[config.mk]
export PLATFORM = sky130hd
export DESIGN_NAME = rf_param
export DESIGN_NICKNAME = d
export VERILOG_FILES = /design/src/rtl/rf_param.sv
export SDC_FILE = /design/constraint.sdc
export NUM_CORES = 2
export LEC_CHECK = 0
export CORE_MARGIN = 2
export CORE_UTILIZATION = 35
export DETAILED_ROUTE_END_ITERATION = 16
export SLEW_MARGIN = 20
export SYNTH_ARGS = -nofsm -noshare
export SYNTH_HDL_FRONTEND = slang
export SYNTH_SLANG_ARGS = --single-unit
[constraint.sdc]
create_clock -name clock -period 52.5 [get_ports clock]
set_input_delay 7.875 -clock clock [delete_from_list [all_inputs] [get_ports clock]]
set_output_delay 7.875 -clock clock [all_outputs]
set_load 0.05 [all_outputs]
[src/rtl/rf_param.sv]
// Parametrised register file with two read ports and one write port. Each access starts on a
// rising edge of start. Also supports optional bypass, an optional zero register and a bulk clear.
module rf_param #(
  parameter int unsigned REG_SIZE     = 32,
  parameter int unsigned REGFILE_SIZE = 32,
  parameter int unsigned INDEX_SIZE   = 5,
  parameter int unsigned ZERO_REG_EN  = 1,
  parameter int unsigned BYPASS_EN    = 0
) (
  input  logic                  clock,
  input  logic                  reset,
  input  logic                  start,
  input  logic [INDEX_SIZE-1:0] read_addr_s,
  input  logic [INDEX_SIZE-1:0] read_addr_t,
  input  logic [INDEX_SIZE-1:0] write_addr,
  input  logic                  write_enabled,
  input  logic [REG_SIZE-1:0]   write_data,
  input  logic                  clear,
  output logic                  busy,
  output logic                  finish,
  output logic [REG_SIZE-1:0]   outA,
  output logic [REG_SIZE-1:0]   outB
);

  typedef enum logic [0:0] {StIdle, StClear} state_e;

  state_e                  state_q;
  logic                    start_q;
  logic [INDEX_SIZE-1:0]   cnt_q;
  logic [REG_SIZE-1:0]     mem_q [REGFILE_SIZE];
  logic                    req;

  assign req = start & ~start_q;

  function automatic logic in_range(input logic [INDEX_SIZE-1:0] a);
    return 32'(a) < REGFILE_SIZE;
  endfunction

  function automatic logic is_zero_reg(input logic [INDEX_SIZE-1:0] a);
    return (ZERO_REG_EN != 0) && (a == '0);
  endfunction

  // Called from the clocked block, so it sees the pre-edge register contents.
  function automatic logic [REG_SIZE-1:0] read_port(input logic [INDEX_SIZE-1:0] a);
    if (!in_range(a) || is_zero_reg(a)) begin
      return '0;
    end
    if ((BYPASS_EN != 0) && write_enabled && (a == write_addr)) begin
      return write_data;
    end
    return mem_q[a];
  endfunction

  always_ff @(posedge clock or posedge reset) begin
    if (reset) begin
      state_q <= StIdle;
      start_q <= 1'b0;
      cnt_q   <= '0;
      busy    <= 1'b0;
      finish  <= 1'b0;
      outA    <= '0;
      outB    <= '0;
      for (int unsigned i = 0; i < REGFILE_SIZE; i++) begin
        mem_q[i] <= '0;
      end
    end else begin
      start_q <= start;
      finish  <= 1'b0;
      unique case (state_q)
        StIdle: begin
          // A clear wins over a simultaneous request; that request is dropped.
          if (clear) begin
            state_q <= StClear;
            busy    <= 1'b1;
            cnt_q   <= '0;
          end else if (req) begin
            outA   <= read_port(read_addr_s);
            outB   <= read_port(read_addr_t);
            finish <= 1'b1;
            if (write_enabled && in_range(write_addr) && !is_zero_reg(write_addr)) begin
              mem_q[write_addr] <= write_data;
            end
          end
        end
        StClear: begin
          mem_q[cnt_q] <= '0;
          cnt_q        <= cnt_q + 1'b1;
          if (cnt_q == INDEX_SIZE'(REGFILE_SIZE - 1)) begin
            state_q <= StIdle;
            busy    <= 1'b0;
            cnt_q   <= '0;
          end
        end
        default: state_q <= StIdle;
      endcase
    end
  end

endmodule

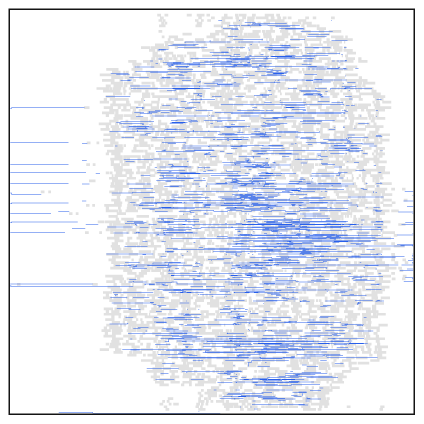
Fig. 1. Signal wires on met3.
(1 px per um)
The longest straight run is 184 um. The layer holds 11% of the routed length. The layer carries 22.2 mm of wire. 478 nets have wire on it. The wires run mostly horizontal.
DR vias: 41.51k
final wirelength: 206300 um
GR Util met3: 7.149%

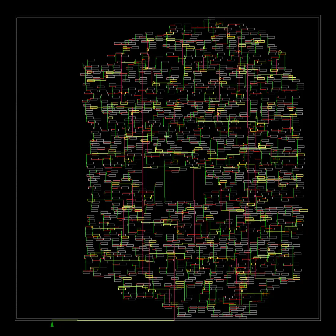
Fig. 2. The clock network.
Clk power: 0.000877 W
insertion delay to the later sink of the worst-skew pair: 0.75 ns

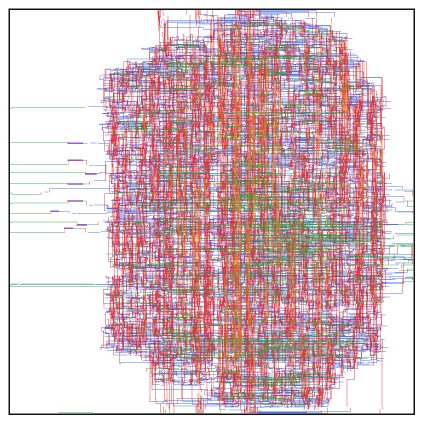
Fig. 3. Wiring by layer.
(1 px per um)
met1: drawn in blue, wire length 82.7 mm. met2: drawn in red, wire length 91.7 mm. met5: drawn in purple, wire length 88.3 um. met3: drawn in green, wire length 22.2 mm. met4: drawn in orange, wire length 9730 um.
Total GRT Usage: 25.07%
mean routed wirelength per cell: 33.14 um

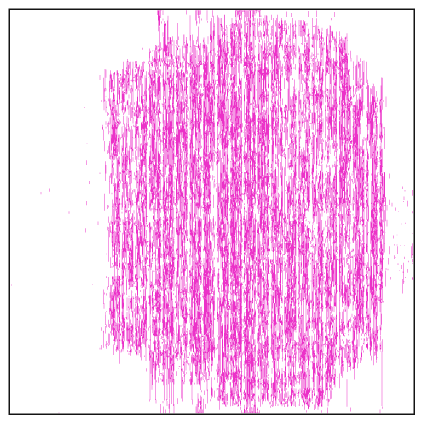
Fig. 4. The metal 2 layer.
(1 px per um)
3491 nets have wire on it. The layer holds 44% of the routed length. The wires run mostly vertical. The longest straight run is 99.6 um.
global-route track usage on met2: 37.64%

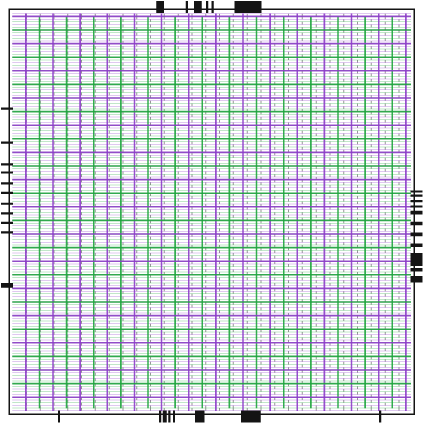
Fig. 5. Floorplan with the power grid.
(1 px per um) Pins as bars on the die edge. Tap cells in gray.
VDD: drawn in green. VSS: drawn in purple.
147 met1 rails follow the rows. 29 straps on met4. 29 straps on met5. The core has 146 rows. 2072 tap cells.
Core Box Area: 158400 um2
Die Span Y: 403.5 um
largest voltage drop on the vdd net: 0.02908 mV
width of the die: 403.5 um

==> run notes <==
The run finished with clean final reports. The mean post-synth cell area came out at 13.28 um2. Yosys mapped a number of flops with a built-in enable equal to 0.

The run gives 11 for the initial antenna violation count. Minimum hold slack: 0.5067 ns. Looking at the cell usage after synthesis, the top flip-flop cell is sky130_fd_sc_hd__dfrtp_1. The netlist uses 47 different library cells. For the worst reg-to-reg path, the startpoint reported by OpenROAD is state_q.

The fmax was 82.96 MHz; the share of flip-flops with an asynchronous set or reset after synthesis was 100.0%. The logs give 49.13% for the sequential-to-total area share from yosys stat and 4206 for the number of cells in the yosys synthesis report. Per the run report, area growth between synthesis and finish was 12.62%.

The logs give 3 for the depth of the CTS H-tree and 55870 um2 for the combined area of all synthesized cells. The final timing report counts setup violations totalling 0. The run gives 5 for the total iterations of the first detailed-routing run. The via count of the first global-routing pass is 41.76k, and the DRC violation count after routing is 0. In this run the remaining antenna-violating nets after routing total 0.

The leakage power in the latest report is 27.88 nW. For this run, the number of Yosys warnings is 0. The tools report the post-detailed-placement cell area as 58920 um2.

The top cell type by instance count after synthesis is sky130_fd_sc_hd__dfrtp_1. When the netlist entered floorplanning its net count stood at 4263. The minimum clock period was 12.05 ns; the number of DRC markers in iteration 0 was 4805.

The report lists the number of cells resized after CTS as 0. The number of logged tool warnings is 45, and the via count normalized by instance count is 6.667. Total cell area reported by yosys after synthesis: 55870 um2. The tree is rooted in a sky130_fd_sc_hd__clkbuf_16. STA puts the critical path data required time at 53.16 ns. The final weighted congestion recorded by global placement is 0.8629. The tools report the global-route wire length before repair as 302300 um. The synthesized design spends more area on one cell type than any other, namely sky130_fd_sc_hd__dfrtp_1.

For the setup skew after layout, the log shows 0.02910 ns. The floorplan step records an initial core utilization of 35.28%. The launch instance of the worst min-delay path was mem_q[993].
## final timing paths
check / cells past startpoint / slack, ns / endpoint
max in group asynchronous: 5 / 41.50 / mem_q[667]
setup reg to reg: 6 / 48.51 / outA[12]
setup / recovery: 8 / 40.45 / outB[19]
min in group asynchronous: 2 / 7.73 / mem_q[774]
hold reg to reg: 1 / 0.51 / mem_q[993]
hold / removal: 1 / 0.51 / mem_q[993]
## stage by stage
stage,util [%],std cells,setup slack [ns]
finish,39.73,6227,40.45
CTS,39.70,6225,40.75
global route,39.73,6226,40.45
floorplan,-,4206,13.74
global placement,37.21,6022,39.96
detailed placement,37.20,6022,39.97
## power breakdown
part	switching [W]	internal, W	leakage (nW)
combinational	0.000294	0.000119	10.6
clock	0.000360	0.000517	1.96
sequential	0.0000470	0.000880	15.3
## cell usage in the layout (no fill, tap or decap), drive strengths merged, types with 18 or more instances in the layout
cell type	netlist	final
and2	38	38
o22ai	187	187
nor3	68	68
a21oi	34	34
buf	306	150
clkbuf	210	157
nor2	101	101
a211oi	122	122
mux2	374	374
clkdlybuf4s50	0	109
nor4	61	61
nand2	21	21
dfrtp	1097	1097
nor2b	126	126
bufinv	0	18
mux4	322	322
clkinv	0	25
a22o	1055	1055
## routing by layer
layer / track usage (%) / wire length (um)
met1: 33.61 / 82680
met2: 37.64 / 91660
met3: 7.149 / 22190
met4: 11.39 / 9731
met5: 0 / 88
## sequential cells by signal (all words and copies together), names as in the netlist
name	count
state_q	1
finish	1
mem_q	1024
busy	1
outA	32
cnt_q	5
start_q	1
outB	32
## worst max-delay path, cell delays in order
cell	delay (ns)
sky130_fd_sc_hd__buf_8	0.51
sky130_fd_sc_hd__buf_4	0.77
sky130_fd_sc_hd__buf_4	0.67
sky130_fd_sc_hd__buf_4	0.80
sky130_fd_sc_hd__mux4_2	0.36
sky130_fd_sc_hd__nor2_1	0.06
sky130_fd_sc_hd__nor4_1	1.04
sky130_fd_sc_hd__a22o_1	0.26
## cell type report
| type | instances | area (um2) | area share [%] |
|---|---|---|---|
| antenna | 2 | 5.005 | 0.007954 |
| tap | 2072 | 2592 | 4.120 |
| clock inverter | 47 | 728.2 | 1.157 |
| timing repair buffer | 260 | 2335 | 3.711 |
| inverter | 6 | 30.03 | 0.04773 |
| clock buffer | 156 | 3238 | 5.146 |
| sequential | 1097 | 27450 | 43.63 |
| multi-input combinational | 2587 | 26540 | 42.18 |
## cell families (layout without fill, tap and decap cells)
family | after synthesis | after routing | share of synthesized area (%)
AND-OR/OR-AND | 1418 | 1418 | 20.89
XOR/XNOR | 2 | 2 | 0.03136
adder cells (fa/ha/maj) | 5 | 5 | 0.1120
buffers and inverters | 522 | 469 | 4.548
flip-flops | 1097 | 1097 | 49.13
multiplexers | 706 | 706 | 20.70
other | 0 | 2 | 0
AND/OR/NAND/NOR | 456 | 456 | 4.582
Power figures rest on the tool's default switching activity, not on a simulated workload.
